==> run_1/sizing.png <==
Bar = 50 um.
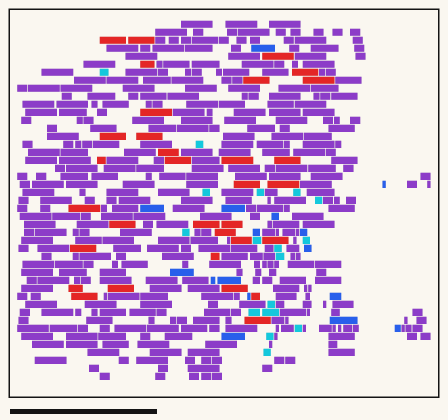
==> run_1/clock_wires.png <==
Bar = 50 um.
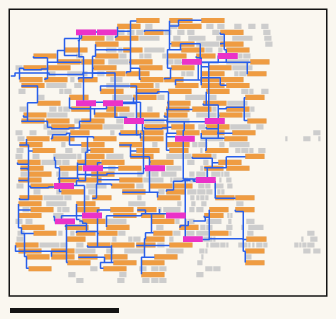
==> run_1/ff_map.png <==
Bar = 50 um. Other sequential cells in the stronger grey, the rest of the logic in the fainter grey.
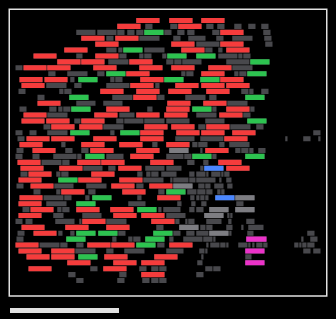
==> run_1/clock_nets.png <==
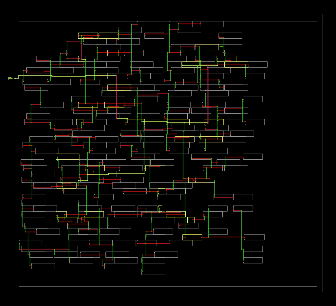
**src/rtl/bram_adapter_pkg.sv**
```systemverilog
// Shared sizing helpers for the BRAM request/response adapter.
// BRAM_ADAPTER_PARITY_EN widens the BRAM word by one even-parity bit.
package bram_adapter_pkg;

   localparam int RL_MIN = 1;
   localparam int RL_MAX = 2;

   function automatic int clog2_f(input int value);
      int r;
      int v;
      r = 0;
      v = value - 1;
      while (v > 0) begin
         r = r + 1;
         v = v >>> 1;
      end
      return r;
   endfunction

   function automatic int ptr_w_f(input int depth);
      return (depth > 1) ? clog2_f(depth) : 1;
   endfunction

   // Counts 0..depth inclusive, so one more state than a pointer.
   function automatic int cnt_w_f(input int depth);
      return clog2_f(depth + 1);
   endfunction

   function automatic int bram_w_f(input int data_w);
`ifdef BRAM_ADAPTER_PARITY_EN
      return data_w + 1;
`else
      return data_w;
`endif
   endfunction

   function automatic bit rl_legal_f(input int rl);
      return (rl >= RL_MIN) && (rl <= RL_MAX);
   endfunction

endpackage

```
**src/rtl/bram_resp_fifo.sv**
```systemverilog
// Response FIFO with a registered head: o_data/o_valid come straight from flops
// and the next head is selected ahead of time so back-to-back pops never bubble.
module bram_resp_fifo
   import bram_adapter_pkg::*;
#(
   parameter int W = 32,
   parameter int DEPTH = 4,
   localparam int PTR_W = ptr_w_f(DEPTH),
   localparam int CNT_W = cnt_w_f(DEPTH)
)(
   input  logic             i_clock,
   input  logic             i_reset,
   input  logic             i_push,
   input  logic [W-1:0]     i_push_data,
   input  logic             i_pop,
   output logic             o_valid,
   output logic [W-1:0]     o_data,
   output logic [CNT_W-1:0] o_count
);

   logic [W-1:0]     r_mem [DEPTH];
   logic [PTR_W-1:0] r_wr_ptr;
   logic [PTR_W-1:0] r_rd_ptr;
   logic [CNT_W-1:0] r_count;
   logic             r_valid;
   logic [W-1:0]     r_data;

   logic             w_pop;
   logic [PTR_W-1:0] w_head_idx;
   logic [CNT_W-1:0] w_count_nxt;
   logic [W-1:0]     w_head_data;

   function automatic logic [PTR_W-1:0] ptr_inc_f(input logic [PTR_W-1:0] p);
      return (p == PTR_W'(DEPTH - 1)) ? {PTR_W{1'b0}} : p + PTR_W'(1);
   endfunction

   assign w_pop = i_pop & r_valid;

   // The entry being pushed becomes the head only when it lands at the head slot.
   always_comb begin
      w_head_idx  = w_pop ? ptr_inc_f(r_rd_ptr) : r_rd_ptr;
      w_count_nxt = r_count + CNT_W'(i_push) - CNT_W'(w_pop);
      if (i_push && (r_wr_ptr == w_head_idx)) begin
         w_head_data = i_push_data;
      end else begin
         w_head_data = r_mem[w_head_idx];
      end
   end

   always_ff @(posedge i_clock) begin
      if (i_push) begin
         r_mem[r_wr_ptr] <= i_push_data;
      end
   end

   always_ff @(posedge i_clock or posedge i_reset) begin
      if (i_reset) begin
         r_wr_ptr <= {PTR_W{1'b0}};
         r_rd_ptr <= {PTR_W{1'b0}};
         r_count  <= {CNT_W{1'b0}};
         r_valid  <= 1'b0;
         r_data   <= {W{1'b0}};
      end else begin
         if (i_push) begin
            r_wr_ptr <= ptr_inc_f(r_wr_ptr);
         end
         if (w_pop) begin
            r_rd_ptr <= ptr_inc_f(r_rd_ptr);
         end
         r_count <= w_count_nxt;
         r_valid <= (w_count_nxt != {CNT_W{1'b0}});
         // Empty keeps the last delivered word visible.
         if (w_count_nxt != {CNT_W{1'b0}}) begin
            r_data <= w_head_data;
         end
      end
   end

   assign o_valid = r_valid;
   assign o_data  = r_data;
   assign o_count = r_count;

endmodule

```
**src/rtl/bram_req_resp_adapter.sv**
```systemverilog
// Valid/ready front-end for one no-change BRAM port; reads are credit-limited so
// returning data always has a FIFO slot. Optional BRAM_ADAPTER_PARITY_EN adds even parity.
module bram_req_resp_adapter
   import bram_adapter_pkg::*;
#(
   parameter int DATA_W = 32,
   parameter int DEPTH = 1024,
   parameter int READ_LATENCY = 2,
   parameter int FIFO_DEPTH = 4,
   localparam int ADDR_W = clog2_f(DEPTH),
   localparam int BRAM_W = bram_w_f(DATA_W),
   localparam int CNT_W = cnt_w_f(FIFO_DEPTH)
)(
   input  logic              i_clock,
   input  logic              i_reset,
   input  logic              i_req_valid,
   output logic              o_req_ready,
   input  logic              i_req_write,
   input  logic [ADDR_W-1:0] i_req_addr,
   input  logic [DATA_W-1:0] i_req_data,
   output logic              o_resp_valid,
   input  logic              i_resp_ready,
   output logic [DATA_W-1:0] o_resp_data,
`ifdef BRAM_ADAPTER_PARITY_EN
   output logic              o_resp_parity_err,
`endif
   output logic              o_bram_en,
   output logic              o_bram_we,
   output logic [ADDR_W-1:0] o_bram_addr,
   output logic [BRAM_W-1:0] o_bram_din,
   output logic              o_bram_regce,
   input  logic [BRAM_W-1:0] i_bram_dout,
   output logic              o_busy
);

   // Out-of-range latencies fall back to the output-registered BRAM setting.
   localparam int RL = rl_legal_f(READ_LATENCY) ? READ_LATENCY : RL_MAX;

   logic [CNT_W-1:0]  r_credit;
   logic [RL-1:0]     r_vpipe;

   logic              w_accept;
   logic              w_rd_accept;
   logic              w_pop;
   logic [BRAM_W-1:0] w_push_data;
   logic [BRAM_W-1:0] w_fifo_data;
   logic              w_fifo_valid;
   logic [CNT_W-1:0]  w_fifo_count;

   assign o_req_ready  = (r_credit != {CNT_W{1'b0}});
   assign w_accept     = i_req_valid & o_req_ready;
   assign w_rd_accept  = w_accept & ~i_req_write;
   assign w_pop        = w_fifo_valid & i_resp_ready;

   assign o_bram_en    = w_accept;
   assign o_bram_we    = w_accept & i_req_write;
   assign o_bram_addr  = i_req_addr;
   assign o_bram_regce = 1'b1;

`ifdef BRAM_ADAPTER_PARITY_EN
   assign o_bram_din  = {^i_req_data, i_req_data};
   // Top bit of a FIFO entry carries the parity verdict for its data word.
   assign w_push_data = {(^i_bram_dout[DATA_W-1:0]) != i_bram_dout[DATA_W],
                         i_bram_dout[DATA_W-1:0]};
   assign o_resp_parity_err = w_fifo_data[DATA_W];
`else
   assign o_bram_din  = i_req_data;
   assign w_push_data = i_bram_dout;
`endif

   assign o_resp_valid = w_fifo_valid;
   assign o_resp_data  = w_fifo_data[DATA_W-1:0];
   assign o_busy       = (|r_vpipe) | (w_fifo_count != {CNT_W{1'b0}});

   // One credit per free FIFO slot not already claimed by an in-flight read.
   always_ff @(posedge i_clock or posedge i_reset) begin
      if (i_reset) begin
         r_credit <= CNT_W'(FIFO_DEPTH);
      end else begin
         case ({w_rd_accept, w_pop})
            2'b10:   r_credit <= r_credit - CNT_W'(1);
            2'b01:   r_credit <= r_credit + CNT_W'(1);
            default: r_credit <= r_credit;
         endcase
      end
   end

   // Shadows the BRAM read latency; the last stage marks valid bram_dout.
   always_ff @(posedge i_clock or posedge i_reset) begin
      if (i_reset) begin
         r_vpipe <= {RL{1'b0}};
      end else begin
         r_vpipe[0] <= w_rd_accept;
         for (int i = 1; i < RL; i++) begin
            r_vpipe[i] <= r_vpipe[i-1];
         end
      end
   end

   bram_resp_fifo #(
      .W     (BRAM_W),
      .DEPTH (FIFO_DEPTH)
   ) u_resp_fifo (
      .i_clock     (i_clock),
      .i_reset     (i_reset),
      .i_push      (r_vpipe[RL-1]),
      .i_push_data (w_push_data),
      .i_pop       (i_resp_ready),
      .o_valid     (w_fifo_valid),
      .o_data      (w_fifo_data),
      .o_count     (w_fifo_count)
   );

endmodule

```
**config.mk**
```make
export PLATFORM = sky130hd
export DESIGN_NAME = bram_req_resp_adapter
export DESIGN_NICKNAME = d
export VERILOG_FILES = /design/src/rtl/bram_adapter_pkg.sv /design/src/rtl/bram_resp_fifo.sv /design/src/rtl/bram_req_resp_adapter.sv
export SDC_FILE = /design/constraint.sdc
export NUM_CORES = 1
export LEC_CHECK = 0
export ABC_AREA = 0
export ABC_CLOCK_PERIOD_IN_PS = 3240
export CORE_ASPECT_RATIO = 0.9
export CORE_MARGIN = 2
export CORE_UTILIZATION = 40
export CTS_CLUSTER_DIAMETER = 40
export DETAILED_ROUTE_END_ITERATION = 10
export PLACE_DENSITY = 0.64
export SYNTH_ARGS = -nofsm -noshare
export SYNTH_HDL_FRONTEND = slang
export SYNTH_SLANG_ARGS = --single-unit
```
**constraint.sdc**
```tcl
create_clock -name i_clock -period 3.24 [get_ports i_clock]
set_clock_uncertainty 0.2 [all_clocks]
set_input_delay 0.324 -clock i_clock [delete_from_list [all_inputs] [get_ports i_clock]]
set_output_delay 0.324 -clock i_clock [all_outputs]
set_load 0.005 [all_outputs]
```
==> impl_metrics.py, run 1 <==
# Physical implementation metrics
metrics = {
    "status": {
        "outcome": "completed",
    },
    "global_route": {
        "use_met2_pct": 25.38,
        "met1_usage_pct": 20.50,
        "grt_use_total_pct": 15.89,
    },
    "synthesis": {
        "ys_seq_share_pct": 69.00,
        "ys_types": 36,
        "top_cell": "edfxtp_1",
        "common_cells": "edfxtp_1, dfrtp_1, buf_4",
        "syn_avg_cell_area_um2": 18.33,
        "synth-simple-area-share_pct": 4.811,
        "mux_share_pct": 11.51,
    },
    "worst_setup_path": {
        "crit_cells": 10,
        "crit_end": "u_resp_fifo.o_data[14]",
        "crit_required_ns": 3.39,
        "crit_family": "simple AND/OR/NAND/NOR gates",
        "r2r_start": "u_resp_fifo.o_valid",
    },
    "floorplanning": {
        "core_area_mm2": 0.01761,
        "die_w_um": 145.5,
        "placementRows": 46,
        "dieArea_mm2": 0.01910,
    },
    "placement": {
        "dp_slack_ns": -0.2490,
        "port-buffer-count": 73,
        "post_dp_cell_area_mm2": 0.007970,
    },
    "layout": {
        "seq_share_pct": 57.36,
        "regMostFlops": "u_resp_fifo.r_mem",
        "largest_class": "sequential cells",
        "flop-count": 173,
        "buffer_area_share_pct": 10.51,
        "nNonClkBuffers": 90,
        "syn_to_final_growth_pct": 20.28,
        "ff_latch_area_mm2": 0.004971,
        "lay_top_count": "edfxtp_1",
        "final_util_pct": 49.20,
        "fillers": 1482,
    },
    "timing": {
        "fin_ws_ns": 0.2117,
        "slew-limit-headroom_pct": 36.97,
        "final_hold_viol_count": 0,
    },
    "clocking": {
        "clk_path_buf_depth": 2,
        "cts_tree": "yes",
        "path_clk_slew_ns": 0.06,
    },
    "pwr": {
        "power_switching_uw": 2344,
        "power_uw": 8330,
        "pg_seq_uw": 3120,
        "power_leader": "sequential cells",
        "p_clk_share_pct": 28.0,
    },
    "hold_path": {
        "whs_path_depth": 0,
    },
    "detailed_routing": {
        "met3_length_um": 763,
        "via_per_inst": 5.139,
    },
    "job": {
        "cap_violations": 0,
    },
}
-- sizing.png (at the start) --
[purple] x1 and smaller | cells: 388 | share: 86% | most used: edfxtp_1
[blue] x2 | cells: 16 | share: 3.5% | most used: mux4_2
[cyan] x3 and x4 | cells: 17 | share: 3.8% | most used: buf_4
[red] x6 and larger | cells: 32 | share: 7.1% | most used: clkbuf_16

-- clock_wires.png (at the start) --
[blue] clock wires | length: 1,910 um
[orange] flip-flops | count: 173
[magenta] clock-net drivers | count: 17
flops lie: widely spread
routed clock nets: 18

-- ff_map.png (at the start) --
[blue] u_resp_fifo.r_wr_ptr | flops: 2
[green] u_resp_fifo.o_data | flops: 32
[red] u_resp_fifo.r_mem | flops: 128
[magenta] r_credit | flops: 3
not coloured: 8

-- clock_nets.png (at the start) --
clk_lat worst skew: 0.42 ns
# clk buffers: 19
clock buffer count from CTS: 17
clk pwr: 2330 uW

==> run_1/closeup.png <==
Window x 94 to 124, y 18 to 48 um. Cells in grey, sequential cells in the stronger grey; small squares are vias.
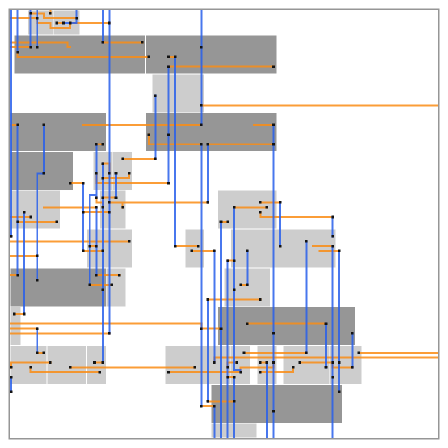

## Run 2: what changed since run 1
Settings changed: CORE_UTILIZATION 40 to 35, CTS_CLUSTER_DIAMETER 40 to unset, PLACE_DENSITY 0.64 to 0.57.
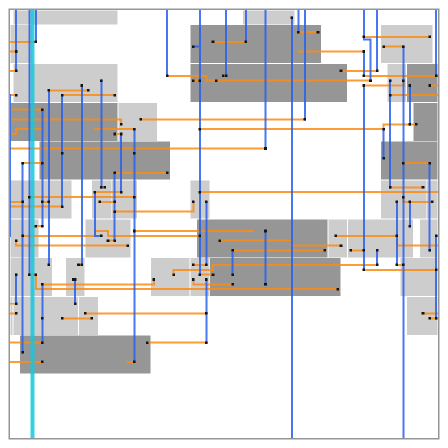
(run_2/closeup.png)
Window x 101 to 131, y 20 to 50 um. Cells in grey, sequential cells in the stronger grey; small squares are vias.
[cyan] M4
[blue] M2
[orange] M1
sequential cells in the window: 7
cells with their middle in the window: 29
netlist names of flops here include: u_resp_fifo.o_count (3), r_vpipe (2)
most frequent: dfrtp_1 (6), inv_1 (5)

==> impl_metrics.py, run 2 <==
# Physical implementation metrics
metrics = {
    "status": {
        "outcome": "completed",
    },
    "synthesis": {
        "synth-simple-area-share_pct": 4.811,
        "syn_avg_cell_area_um2": 18.33,
        "common_cells": "edfxtp_1, dfrtp_1, buf_4",
        "mux_share_pct": 11.51,
        "ys_seq_share_pct": 69.00,
        "top_cell": "edfxtp_1",
    },
    "detailed_routing": {
        "via_per_inst": 5.103,
        "met3_length_um": 938,
    },
    "clocking": {
        "cts_tree": "yes",
    },
    "placement": {
        "port-buffer-count": 73,
        "post_dp_cell_area_mm2": 0.007973,
        "dp_slack_ns": -0.2969,
    },
    "layout": {
        "seq_share_pct": 58.14,
        "lay_top_count": "edfxtp_1",
        "regMostFlops": "u_resp_fifo.r_mem",
        "buffer_area_share_pct": 10.33,
        "nNonClkBuffers": 90,
    },
    "floorplanning": {
        "dieArea_mm2": 0.02175,
        "placementRows": 49,
        "core_area_mm2": 0.02011,
    },
    "global_route": {
        "grt_use_total_pct": 14.65,
        "met1_usage_pct": 17.73,
    },
    "pwr": {
        "power_leader": "sequential cells",
        "clock_power_uw": 1940,
        "pg_seq_uw": 3100,
        "p_clk_share_pct": 24.4,
    },
    "timing": {
        "fin_ws_ns": 0.2066,
        "slew-limit-headroom_pct": 34.15,
    },
    "worst_setup_path": {
        "r2r_start": "u_resp_fifo.o_valid",
        "crit_required_ns": 3.34,
    },
    "job": {
        "cap_violations": 0,
    },
}
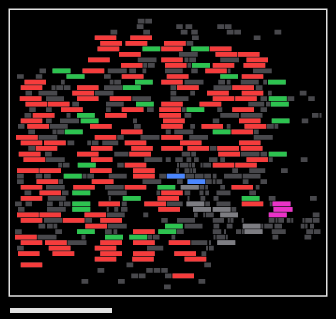
(run_2/ff_map.png)
Bar = 50 um. Other sequential cells in the stronger grey, the rest of the logic in the fainter grey.
[blue] u_resp_fifo.r_wr_ptr | flops: 2
[red] u_resp_fifo.r_mem | flops: 128 | where: widely spread
[green] u_resp_fifo.o_data | flops: 32
[magenta] r_credit | flops: 3

## Run 3: what changed since run 2
Settings changed: GPL_ROUTABILITY_DRIVEN set to 0.
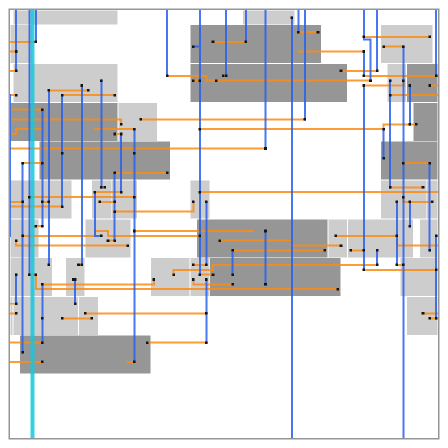
(run_3/closeup.png)
Window x 101 to 131, y 20 to 50 um. Cells in grey, sequential cells in the stronger grey; small squares are vias.
[orange] M1
[cyan] M4
[blue] M2
sequential cells in the window: 7
most frequent: dfrtp_1 (6), inv_1 (5)
cells with their middle in the window: 29
netlist names of flops here include: u_resp_fifo.o_count (3), r_vpipe (2)

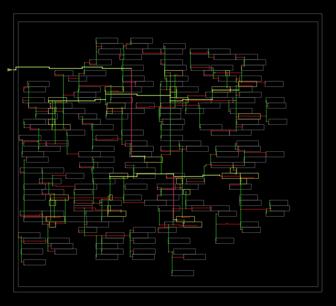
(run_3/clock_nets.png)
Seq cells: 173
clk pwr: 1940 uW

==> impl_metrics.py, run 3 <==
# Physical implementation metrics
metrics = {
    "status": {
        "outcome": "completed",
    },
    "global_route": {
        "met1_usage_pct": 17.73,
        "grt_use_total_pct": 14.65,
        "antenna_found_initial": 3,
    },
    "placement": {
        "port-buffer-count": 73,
        "dp_slack_ns": -0.2969,
        "post_dp_cell_area_mm2": 0.007973,
    },
    "timing": {
        "fin_ws_ns": 0.2066,
        "slew-limit-headroom_pct": 34.15,
        "period_minus_slack_ns": 3.033,
    },
    "clocking": {
        "cts_tree": "yes",
        "cts-root-buf": "clkbuf_16",
    },
    "layout": {
        "regMostFlops": "u_resp_fifo.r_mem",
        "largest_class": "sequential cells",
        "seq_share_pct": 58.14,
        "logic_gates": 145,
        "nNonClkBuffers": 90,
        "largest_reg_flops": 128,
        "buffer_area_share_pct": 10.33,
        "lay_top_count": "edfxtp_1",
    },
    "detailed_routing": {
        "wl_um": 15380,
        "via_per_inst": 5.103,
        "met3_length_um": 938,
        "postRouteAntennaNets": 0,
    },
    "pwr": {
        "power_density_mw_per_mm2": 930.8,
        "p_clk_share_pct": 24.4,
        "power_switching_uw": 2410,
        "power_leader": "sequential cells",
        "seqPwrFrac_pct": 38.9,
        "pg_seq_uw": 3100,
    },
    "synthesis": {
        "postSynth.asyncResetShare_pct": 26.01,
        "syn_avg_cell_area_um2": 18.33,
        "ys_seq_share_pct": 69.00,
        "synth_top_area_share_pct": 53.35,
        "mux_share_pct": 11.51,
        "synth-simple-area-share_pct": 4.811,
        "ys.flop_type": "edfxtp_1",
        "top_cell": "edfxtp_1",
        "common_cells": "edfxtp_1, dfrtp_1, buf_4",
        "aoi_share_pct": 5.123,
        "synthTopCellsByArea": "edfxtp_1, dfrtp_1, mux4_1, buf_4, a221o_1",
    },
    "worst_setup_path": {
        "cp_num_buf_inv": 4,
        "crit_required_ns": 3.34,
        "r2r_start": "u_resp_fifo.o_valid",
    },
    "floorplanning": {
        "dieArea_mm2": 0.02175,
        "core_area_mm2": 0.02011,
        "die_w_um": 155.2,
        "dieHeight_um": 140.1,
        "placementRows": 49,
    },
    "job": {
        "cap_violations": 0,
    },
}
No activity file was given, so power comes from the tool's default toggle rates.
